**src/rtl/pcs_pkg.sv**
```systemverilog
// pcs_pkg: shared constants, slot kinds and helpers for the 40GbE PCS TX path.
// Holds sync headers, the idle block type, the default marker interval and the slot enum.
package pcs_pkg;

  localparam logic [1:0] SYNC_DATA = 2'b10;
  localparam logic [1:0] SYNC_CTRL = 2'b01;
  localparam logic [7:0] BLK_TYPE_IDLE = 8'h1E;

  localparam int AM_INTERVAL_DEF = 16384;

  localparam logic [255:0] IDLE_BLOCK_DEF =
    {4{56'h0, BLK_TYPE_IDLE}};

  typedef enum logic [1:0] {
    SLOT_DATA,
    SLOT_IDLE,
    SLOT_AM
  } slot_e;

  typedef enum logic {
    S_RESET,
    S_RUN
  } run_e;

  function automatic logic [1:0] slot_hdr(
    input slot_e s
  );
    return (s == SLOT_DATA) ? SYNC_DATA : SYNC_CTRL;
  endfunction

  function automatic logic [31:0] sat_inc(
    input logic [31:0] x
  );
    return (&x) ? x : x + 32'd1;
  endfunction

endpackage

```
**src/rtl/pcs_tx_scheduler_if.sv**
```systemverilog
// pcs_tx_scheduler_if: MAC-to-scheduler beat handshake (valid/ready, 4x64b payload).
// Ports: tx_enable, tx_data_valid, tx_data from the MAC; tx_data_ready back.
interface pcs_tx_scheduler_if;

  logic         tx_enable;
  logic         tx_data_valid;
  logic         tx_data_ready;
  logic [255:0] tx_data;

  modport master (
    output tx_enable,
    output tx_data_valid,
    output tx_data,
    input  tx_data_ready
  );

  modport slave (
    input  tx_enable,
    input  tx_data_valid,
    input  tx_data,
    output tx_data_ready
  );

endinterface

```
**src/rtl/pcs_am_interval_counter.sv**
```systemverilog
// pcs_am_interval_counter: reload down-counter marking alignment-marker slots.
// Ports: clk, rst_n, run_i (reset released), am_slot_o (this cycle), am_next_o (reg, next beat).
module pcs_am_interval_counter
  import pcs_pkg::*;
#(
  parameter int AM_INTERVAL = AM_INTERVAL_DEF
) (
  input  logic clk,
  input  logic rst_n,
  input  logic run_i,
  output logic am_slot_o,
  output logic am_next_o
);

  localparam int CW = $clog2(AM_INTERVAL);
  localparam logic [CW-1:0] RELOAD = CW'(AM_INTERVAL - 1);

  logic [CW-1:0] cnt_q, cnt_d;
  logic          am_next_q;

  // While still in reset the counter is parked at zero so the
  // first running cycle is a marker slot; phase is never carried
  // across a reset.
  always_comb begin
    cnt_d = cnt_q;
    if (!run_i) begin
      cnt_d = '0;
    end else if (cnt_q == '0) begin
      cnt_d = RELOAD;
    end else begin
      cnt_d = cnt_q - CW'(1);
    end
  end

  always_ff @(posedge clk or negedge rst_n) begin
    if (!rst_n) begin
      cnt_q     <= RELOAD;
      am_next_q <= 1'b0;
    end else begin
      cnt_q     <= cnt_d;
      am_next_q <= (cnt_d == '0);
    end
  end

  assign am_slot_o = run_i & (cnt_q == '0);
  assign am_next_o = am_next_q;

endmodule

```
**src/rtl/pcs_tx_scheduler.sv**
```systemverilog
// pcs_tx_scheduler: per-beat data/idle/marker slot sequencer, 1-cycle registered latency.
// Ports: core_clk, core_reset_n, mac (slave handshake), blk_valid/blk_data/blk_sync_hdr/blk_am,
// scrambler_en, am_next; with PCS_TX_STATS_EN also stat_clear and stat_{data,idle,am}_beats.
module pcs_tx_scheduler
  import pcs_pkg::*;
#(
  parameter int AM_INTERVAL = AM_INTERVAL_DEF,
  parameter logic [255:0] IDLE_BLOCK = IDLE_BLOCK_DEF
) (
  input  logic              core_clk,
  input  logic              core_reset_n,
  pcs_tx_scheduler_if.slave mac,
  output logic              blk_valid,
  output logic [255:0]      blk_data,
  output logic [1:0]        blk_sync_hdr,
  output logic              blk_am,
  output logic              scrambler_en,
  output logic              am_next
`ifdef PCS_TX_STATS_EN
  ,
  input  logic              stat_clear,
  output logic [31:0]       stat_data_beats,
  output logic [31:0]       stat_idle_beats,
  output logic [31:0]       stat_am_beats
`endif
);

  run_e  state_q, state_d;
  logic  rst_done;
  logic  am_slot;
  logic  am_next_w;
  logic  xfer;
  slot_e slot;

  logic         valid_q, valid_d;
  logic [255:0] data_q, data_d;
  logic [1:0]   hdr_q, hdr_d;
  logic         am_q, am_d;
  logic         scr_q, scr_d;

  always_ff @(posedge core_clk or negedge core_reset_n) begin
    if (!core_reset_n) begin
      state_q <= S_RESET;
    end else begin
      state_q <= state_d;
    end
  end

  always_comb begin
    state_d = state_q;
    unique case (state_q)
      S_RESET: state_d = S_RUN;
      S_RUN:   state_d = S_RUN;
    endcase
  end

  assign rst_done = (state_q == S_RUN);

  pcs_am_interval_counter #(
    .AM_INTERVAL(AM_INTERVAL)
  ) u_am_cnt (
    .clk       (core_clk),
    .rst_n     (core_reset_n),
    .run_i     (rst_done),
    .am_slot_o (am_slot),
    .am_next_o (am_next_w)
  );

  // am_slot already implies rst_done, so ~am_slot here is
  // the same as a non-zero marker counter.
  assign mac.tx_data_ready =
    rst_done & mac.tx_enable & ~am_slot;

  assign xfer = mac.tx_data_valid & mac.tx_data_ready;

  always_comb begin
    slot = SLOT_IDLE;
    unique case (1'b1)
      am_slot: slot = SLOT_AM;
      xfer:    slot = SLOT_DATA;
      default: slot = SLOT_IDLE;
    endcase
  end

  always_comb begin
    valid_d = rst_done;
    am_d    = 1'b0;
    hdr_d   = SYNC_CTRL;
    data_d  = '0;
    scr_d   = 1'b0;
    if (rst_done) begin
      am_d  = (slot == SLOT_AM);
      hdr_d = slot_hdr(slot);
      scr_d = (slot != SLOT_AM);
      unique case (slot)
        SLOT_DATA: data_d = mac.tx_data;
        SLOT_IDLE: data_d = IDLE_BLOCK;
        default:   data_d = '0;
      endcase
    end
  end

  always_ff @(posedge core_clk or negedge core_reset_n) begin
    if (!core_reset_n) begin
      valid_q <= 1'b0;
      data_q  <= '0;
      hdr_q   <= SYNC_CTRL;
      am_q    <= 1'b0;
      scr_q   <= 1'b0;
    end else begin
      valid_q <= valid_d;
      data_q  <= data_d;
      hdr_q   <= hdr_d;
      am_q    <= am_d;
      scr_q   <= scr_d;
    end
  end

  assign blk_valid    = valid_q;
  assign blk_data     = data_q;
  assign blk_sync_hdr = hdr_q;
  assign blk_am       = am_q;
  assign scrambler_en = scr_q;
  assign am_next      = am_next_w;

`ifdef PCS_TX_STATS_EN
  logic [31:0] st_data_q;
  logic [31:0] st_idle_q;
  logic [31:0] st_am_q;

  // Counted at the edge that registers the beat, so the
  // counters match the beats visible on blk_* one cycle later.
  always_ff @(posedge core_clk or negedge core_reset_n) begin
    if (!core_reset_n) begin
      st_data_q <= '0;
      st_idle_q <= '0;
      st_am_q   <= '0;
    end else if (stat_clear) begin
      st_data_q <= '0;
      st_idle_q <= '0;
      st_am_q   <= '0;
    end else if (rst_done) begin
      if (slot == SLOT_DATA) st_data_q <= sat_inc(st_data_q);
      if (slot == SLOT_IDLE) st_idle_q <= sat_inc(st_idle_q);
      if (slot == SLOT_AM)   st_am_q   <= sat_inc(st_am_q);
    end
  end

  assign stat_data_beats = st_data_q;
  assign stat_idle_beats = st_idle_q;
  assign stat_am_beats   = st_am_q;
`endif

endmodule

```
**src/flat_wrapper.sv**
```systemverilog
// flat-port wrapper written by rule: the top's interface ports become plain ports
module pcs_tx_scheduler_flat import pcs_pkg::*;
#(
  parameter int AM_INTERVAL = AM_INTERVAL_DEF,
  parameter logic [255:0] IDLE_BLOCK = IDLE_BLOCK_DEF
)
  (core_clk, core_reset_n, blk_valid, blk_data, blk_sync_hdr, blk_am, scrambler_en, am_next, mac_tx_enable, mac_tx_data_valid, mac_tx_data, mac_tx_data_ready);
  pcs_tx_scheduler_if mac_i ();
  input  logic core_clk;
  input  logic core_reset_n;
  output logic blk_valid;
  output logic [255:0] blk_data;
  output logic [1:0] blk_sync_hdr;
  output logic blk_am;
  output logic scrambler_en;
  output logic am_next;
  input wire logic [$bits(mac_i.tx_enable)-1:0] mac_tx_enable;
  input wire logic [$bits(mac_i.tx_data_valid)-1:0] mac_tx_data_valid;
  input wire logic [$bits(mac_i.tx_data)-1:0] mac_tx_data;
  output wire logic [$bits(mac_i.tx_data_ready)-1:0] mac_tx_data_ready;
  assign mac_i.tx_enable = mac_tx_enable;
  assign mac_i.tx_data_valid = mac_tx_data_valid;
  assign mac_i.tx_data = mac_tx_data;
  assign mac_tx_data_ready = mac_i.tx_data_ready;
  pcs_tx_scheduler #(.AM_INTERVAL(AM_INTERVAL), .IDLE_BLOCK(IDLE_BLOCK)) u_core (.core_clk(core_clk), .core_reset_n(core_reset_n), .mac(mac_i), .blk_valid(blk_valid), .blk_data(blk_data), .blk_sync_hdr(blk_sync_hdr), .blk_am(blk_am), .scrambler_en(scrambler_en), .am_next(am_next));
endmodule
```
**config.mk**
```make
export PLATFORM = sky130hd
export DESIGN_NAME = pcs_tx_scheduler_flat
export DESIGN_NICKNAME = d
export VERILOG_FILES = /design/src/rtl/pcs_pkg.sv /design/src/rtl/pcs_tx_scheduler_if.sv /design/src/rtl/pcs_am_interval_counter.sv /design/src/rtl/pcs_tx_scheduler.sv /design/src/flat_wrapper.sv
export SDC_FILE = /design/constraint.sdc
export NUM_CORES = 1
export LEC_CHECK = 0
export ABC_AREA = 1
export ABC_CLOCK_PERIOD_IN_PS = 4900
export CORE_AREA = 2 2 202 204
export CTS_CLUSTER_SIZE = 24
export DETAILED_ROUTE_END_ITERATION = 16
export DIE_AREA = 0 0 204 206
export SLEW_MARGIN = 30
export SYNTH_ARGS = -nofsm -noshare
export SYNTH_HDL_FRONTEND = slang
export SYNTH_HIERARCHICAL = 1
export SYNTH_SLANG_ARGS = --single-unit
```
**constraint.sdc**
```tcl
create_clock -name core_clk -period 4.9 [get_ports core_clk]
set_input_delay 0.49 -clock core_clk [delete_from_list [all_inputs] [get_ports core_clk]]
set_output_delay 0.49 -clock core_clk [all_outputs]
set_load 0.05 [all_outputs]
```
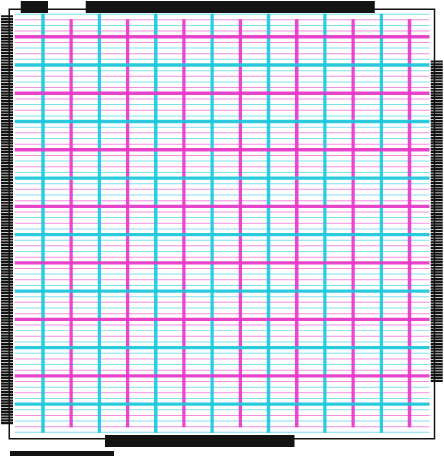
run_1/pdn.png
The bar under the picture is 50 um long. Pins as bars on the die edge.
[magenta] VDD
[cyan] VSS
signal pins: 523
met1 rails: 75
met4 straps: 14
rows: 74
met5 straps: 14

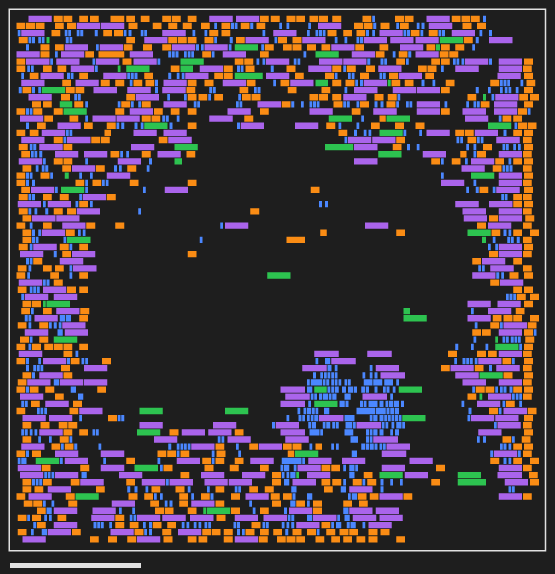
run_1/cell_classes.png
The bar under the picture is 50 um long.
[orange] other buffers and delay cells | cells: 531 | share of their area: 33%
[purple] flip-flops | cells: 277 | share of their area: 43%
[blue] all other logic | cells: 638 | share of their area: 16%
[green] clock drivers and dummy loads | cells: 58 | share of their area: 7.1%

==> results_dict.tcl, run 1 <==
# flow metrics
set metrics [dict create \
    status "finished, final reports clean" \
    buffers 531 \
    path_common_cell "inv_1" \
    layout.area.comb_sq_um 1540 \
    path_buffers 3 \
    core_area_sq_um 40200 \
    flop-count 277 \
    nWellTaps 532 \
    rr_worst_depth 11 \
    overflow 0 \
    slew_headroom_pct 38.0 \
    path_delay_family "buffers and inverters" \
    fin_skew_ns 0.00876 \
    grt_max_degree 122 \
    antenna_cells 0 \
    syn_area_sq_um 9720 \
    post-route-util_pct 41.6 \
    comb_share_pct 9.22 \
    postCtsHoldBufs 0 \
    inverters 286 \
    timing.setup.tns_ns 0 \
    critical_path_class "reg -> out" \
    grt_pass1_vias 7921 \
    vias 7703 \
    worstSetupPathDepth 10 \
    antenna_found_initial 1 \
    drt-total-wl_um 29800 \
    postCtsResizedCells 0 \
    clk_pin_slew_worst_paths_ns 0.06 \
    cts_setup_buffers 0 \
    cts_sinks 277 \
    fp_util_pct 24.2 \
    syn_nets 1208 \
    num_rows 74 \
    worstSetupStartpointType "register" \
    setup_violations 0 \
    rsz0062_at_grt "false" \
    layout_top_cell "clkdlybuf4s50_1" \
    tritoncts "done" \
    tightest_slew_ns 0.930 \
    syn_to_final_growth_pct 71.8 \
    crit_arrival_ns 3.31 \
    die_x_um 204 \
    cts_root_buffer "clkbuf_16" \
    logic_gates 352 \
    h-tree-depth 2 \
    ys_ff 277 \
    cp_max_fo 18 \
    die_h_um 206 \
    critPathCaptureType "output port" \
    ys_types 28 \
    area_share_clock_buf_inv_pct 6.80 \
    buffer_area_share_pct 31.9 \
    slew_viol_final 0 \
    io_pins 523 \
    cts_buffer_depth 3 \
    drt_first_pass_iters 4 \
    leakage_nw 8.60 \
    largest_class "sequential cells" \
    worst_r2r_endpoint "u_core/blk_data[12]" \
    clock_latency_ns 0.51 \
    worstHoldPathCells 3 \
    fmax_mhz 263 \
    min_to "u_core/blk_data[235]" \
    seq_share_pct 41.6 \
    hold_violations 0 \
    dp_hpwl_um 22100 \
    synth.avg_cell_area_sq_um 10.3 \
    gp_congestion 0.827 \
    ys_cells 947 \
    startpoint "u_core/u_am_cnt/cnt_q[0]" \
    r2r_start "u_core/u_am_cnt/cnt_q[0]" \
    dieArea_sq_um 42000 \
    ys_warn_count 6 \
    cp.required_ns 4.41 \
    hp-class "in -> reg" \
    wl_per_cell_um 14.6 \
    max_cap_violations 0 \
    ir_worst_vdd_uv 248 \
    postSynthSeqShare_pct 71.5 \
    n_fill_cell 3878 \
    layout-drive-gt1-share_pct 6.65 \
    critical-path-slowest-cell "clkdlybuf4s50_1" \
    seqCellArea_sq_um 6950 \
    numCtsBuffers 34 \
    nNetsFinal 1743 \
    drt_iter0_drc 275 \
    max_stage_delay_ns 0.83 \
    track_usage_pct 13.7 \
    port_buffers 522 \
    ys_area_sq_um 9720 \
    tool_warnings 27 \
    grt_pass1_wl_um 44100 \
    nClkBuffers 50 \
    route.detailed.drc 0 \
    crit_end "mac_tx_data_ready" \
    power.density_nw_per_um2 385 \
    drtAntennaViolNets 0 \
    lay_top_cells "clkdlybuf4s50_1 (521), inv_1 (286), dfrtp_1 (262)" \
    syn_inst 947 \
    viasPerCell 3.78 \
    cp_cell_sequence "inv_1 > ha_1 > nand2_2 > nor2_8 > nand2_4 > nor2_4 > inv_1 > nand2_1 > nor2_1 > clkdlybuf4s50_1" \
    finalClockPeriodUsage_pct 77.6 \
    min_period_ns 3.80 \
    r2r_setup_slack_ns 1.73 \
    min_from "mac_tx_data[235]" \
]
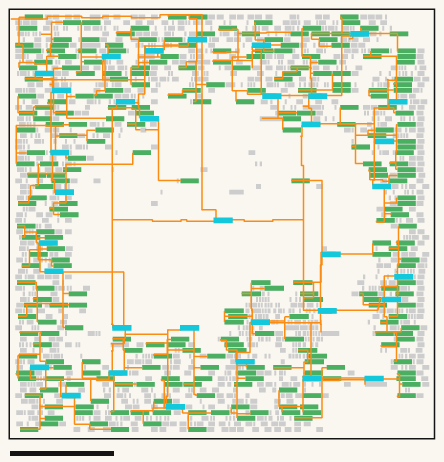
run_1/clock_map.png
The bar under the picture is 50 um long.
[green] flip-flops | count: 277
[orange] clock wires | length: 3,930 um
[cyan] cells driving clock nets | count: 34
routed clock nets: 35
flops lie: all over the die

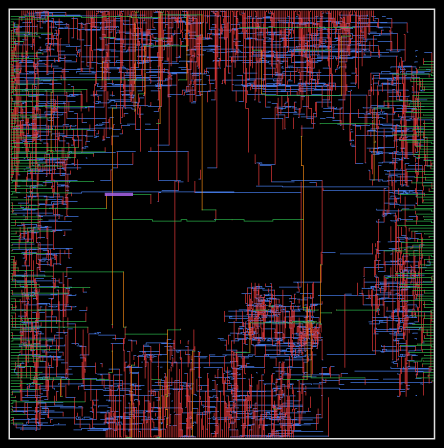
run_1/metal_stack.png
[red] met2 | wire length: 14,800 um
[orange] met4 | wire length: 863 um
[purple] met5 | wire length: 12.0 um
[blue] met1 | wire length: 10,900 um
[green] met3 | wire length: 3,230 um

-- run 1: through the flow --
stage	hold WS, ns	instance area [sq um]	std cells	worst slack, ns	total power [mW]
after global routing	0.464	16700	2036	0.859	6.76
after CTS	0.107	16700	2034	1.04	6.55
after floorplan	0.194	9720	947	2.10	3.36
final	0.484	16700	2036	1.10	6.43
after detailed placement	0.547	15500	1976	1.62	3.95
after global placement	0.533	15500	1976	1.70	3.94
-- run 1: cell families after synthesis --
logic type,Yosys count,share of synthesized area (%)
compound gates,22,1.40
simple gates,328,14.3
flops,277,71.5
fa+ha+maj,1,0.129
other cells,1,0.0386
buf+inv,318,12.7
-- run 1: metal layers --
metal	share of wire, %	GRT usage [%]	vias to the layer above
met5	0.037	0	-
met4	2.9	5.90	2
met3	11	5.69	57
met2	50	23.1	333
met1	37	15.3	3612
li1	-	-	3699
-- run 1: sequential cells by signal (all words and copies together), names as in the netlist --
register	flops
u_core/blk_am	1
u_core/blk_valid	1
u_core/u_am_cnt/am_next_o	1
u_core/rst_done	1
u_core/u_am_cnt/cnt_q	14
u_core/blk_data	256
u_core/blk_sync_hdr	2
u_core/scrambler_en	1
-- run 1: Yosys cell counts, drive strengths merged --
master  count  area share, %
buf        24            1.3
nor2      260             11
clkbuf      8           0.31
dfrtp     262             67
o21ai       2           0.10
and2        1          0.064
ha          1           0.13
inv       286             11
o21bai      1          0.077
nand3      21            1.3
nand2      43            1.8
conb        1          0.039
nand3b      1          0.077
a31oi      16            1.0
a21oi       3           0.19
dfstp      15            4.1
nand4       2           0.28
-- run 1: power by group --
part	switching, mW	internal, mW	leakage (nW)	total [mW]
Combinational	0.861	0.518	4.33	1.38
Clock	0.937	1.59	0.554	2.53
Sequential	0.0672	2.46	3.72	2.53
run_1/final_congestion.png
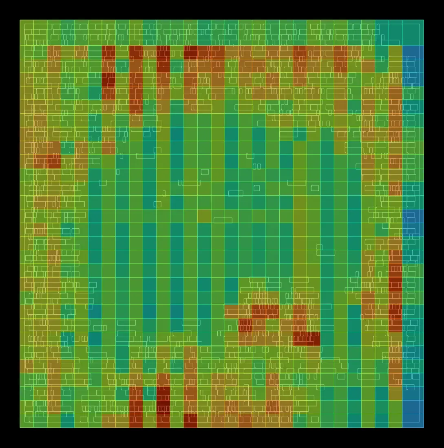

==> inputs of run 2 (changes only) <==
- ABC_CLOCK_PERIOD_IN_PS: 4900 -> 3900
- CORE_AREA: 2 2 202 204 -> 2 2 204 206
- DIE_AREA: 0 0 204 206 -> 0 0 206 208
- clock period: 4.9 -> 3.9 ns (I/O delays scaled with it)
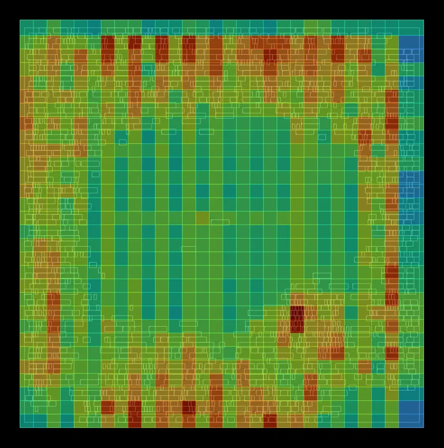
run_2/final_congestion.png
gr usage total: 14.0%
gr busiest metal: met2
met3 Use GR: 5.44%
post-layout utilization of the core: 41.5%

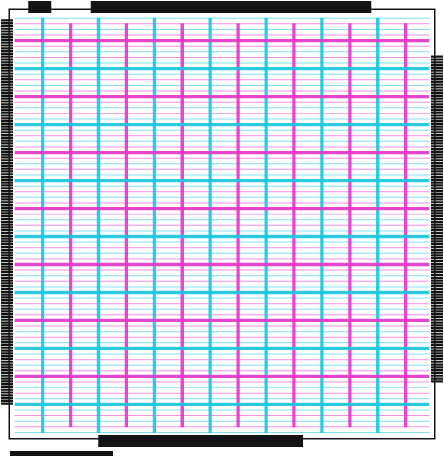
run_2/pdn.png
The bar under the picture is 50 um long. Pins as bars on the die edge.
[cyan] VSS
[magenta] VDD
met4 straps: 14
met5 straps: 14
area of the core: 40,600 sq um
die width: 206 um
chip height: 208 um
worst vdd ir: 329 uV

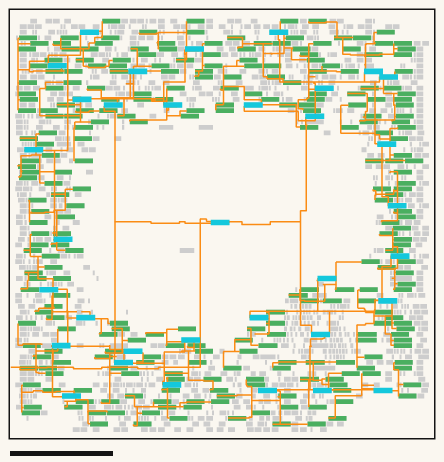
run_2/clock_map.png
The bar under the picture is 50 um long.
[cyan] cells driving clock nets | count: 34
[green] flip-flops | count: 277
[orange] clock wires | length: 3,820 um
flops lie: all over the die
routed clock nets: 35

==> run 2 against run 1 <==
Compared with the run above:
- register-to-register slack worse by 0.68 ns
- total power is 27% higher
- critical path depth stayed put
- design area is 0.73% higher
- global-route usage is 0.31 points higher
- synthesized cell count stayed put
- largest power group is now the clock network
- clock skew is 0.0061 ns higher
- via count stayed put
- first-iteration DRC count is 4.4% lower
- sequential share of layout area is 0.30 points lower
==> results_dict.tcl, run 2 <==
# flow metrics
set metrics [dict create \
    dp_hpwl_um 23000 \
    leakage_nw 8.67 \
    p_comb_share_pct 21.3 \
    synthTopCellsByArea "dfrtp_1 (67%), inv_1 (11%), nor2_1 (9.5%)" \
    dp_cells 1985 \
    hold_violations 0 \
    numCtsBuffers 34 \
    pwr-share-clk_pct 39.8 \
    met2_usage_pct 24.5 \
    worstHoldPathCells 3 \
    antenna_cells 0 \
    use_met1_pct 14.9 \
    post-synth-top-count-cell "inv_1" \
    drt-total-wl_um 30400 \
    vias 7703 \
    cp_max_fo 7 \
    port_buffers 522 \
    min_period_ns 3.38 \
    syn_to_final_growth_pct 73.0 \
    clk_pin_slew_worst_paths_ns 0.06 \
    gp_congestion 0.826 \
    ys_types 28 \
    finalPower_mw 8.16 \
    cts_sinks 277 \
    ys_cells 947 \
    tritoncts "done" \
    drt_first_pass_iters 4 \
    tool_warnings 28 \
    ys_ff 277 \
    ys_warn_count 6 \
    r2r_start "u_core/u_am_cnt/cnt_q[0]" \
    edf_count 0 \
    setup_ws_ns 0.523 \
    lay_top_cells "clkdlybuf4s50_1 (521), inv_1 (286), dfrtp_1 (262)" \
    worst_r2r_endpoint "u_core/blk_data[41]" \
    slew_viol_final 0 \
    io_pins 523 \
    setup_violations 0 \
    flop_cell "dfrtp_1" \
    p_seq_share_pct 38.9 \
    syn_inst 947 \
    fin_hold_ws_ns 0.374 \
    drt_iter0_drc 263 \
    num_rows 74 \
    grt_pass1_vias 8149 \
    synth.avg_cell_area_sq_um 10.3 \
    finalClockPeriodUsage_pct 86.6 \
    critPathCaptureType "output port" \
    largest_reg_flops 256 \
    status "finished, final reports clean" \
    dpl_cell_area_sq_um 15600 \
    startpoint "u_core/u_am_cnt/cnt_q[0]" \
    dieArea_sq_um 42800 \
    r2r_setup_slack_ns 1.05 \
    postSynthSeqShare_pct 71.5 \
    fp_util_pct 24.0 \
    nNetsFinal 1751 \
    crit_arrival_ns 2.99 \
    wl_per_cell_um 14.8 \
    layout_top_cell "clkdlybuf4s50_1" \
    async_flop_share_pct 100 \
    layout-drive-gt1-share_pct 7.59 \
    h-tree-depth 2 \
    hp-class "in -> reg" \
    p_switching_mw 2.39 \
    power.density_nw_per_um2 485 \
    largest_area_cell "dfrtp_1" \
    overflow 0 \
    synth_top_area_share_pct 67.4 \
    cp.required_ns 3.51 \
    antenna_found_initial 1 \
    common_cells "inv_1 (286), dfrtp_1 (262), nor2_1 (245)" \
    final_cells 2047 \
    min_to "u_core/blk_data[118]" \
    slew_headroom_pct 39.4 \
    timing.setup.tns_ns 0 \
]
## run 2: cell counts after synthesis
Identical to the previous run, type by type.
## run 2: final cells by class
cell class	count	area [sq um]
fillers	3935	23700
inverters	286	1070
clock inverters	11	126
flip-flops and latches	277	6950
multi-input cells	352	1540
repair buffers	539	5410
clock buffers	50	1050
well taps	532	666
## run 2: worst max-delay path, cell delays in order, from the launching register on
cell             delay, ns
dfstp_2               0.52
inv_1                 0.09
ha_1                  0.28
nand2_2               0.16
nor2_8                0.07
nand2_4               0.10
nor2_4                0.05
inv_1                 0.11
nand2_1               0.10
nor2_1                0.15
clkdlybuf4s50_1       0.83
## run 2: logic make-up (layout without fill, tap and decap cells)
group,count (synthesis),count (layout),share of synthesized area (%)
AND-OR/OR-AND,22,22,1.40
adder cells (fa/ha/maj),1,1,0.129
buffers and inverters,318,886,12.7
flip-flops,277,277,71.5
other,1,1,0.0386
AND/OR/NAND/NOR,328,328,14.3
## run 2: metal layers
metal | part of all wire [%] | up-vias
met5 | 0.043 | -
li1 | - | 3716
met1 | 36 | 3580
met2 | 50 | 347
met3 | 9.8 | 58
met4 | 3.2 | 2
## run 2: what timing repair did
item,in CTS,in global routing
setup endpoints to repair,0,0
setup buffers,0,0
hold endpoints to repair,91,0
hold buffers,1,0
## run 2: power by group through the flow
stage	Clock [mW]	Combinational (mW)	Sequential, mW
2_1_floorplan	0	0.563	3.66
4_1_cts	3.36	1.76	3.18
6_report	3.25	1.74	3.18
3_5_place_dp	0	1.75	3.23
5_1_grt	3.48	1.89	3.19
3_3_place_gp	0	1.74	3.22
No activity file was given, so power comes from the tool's default toggle rates.
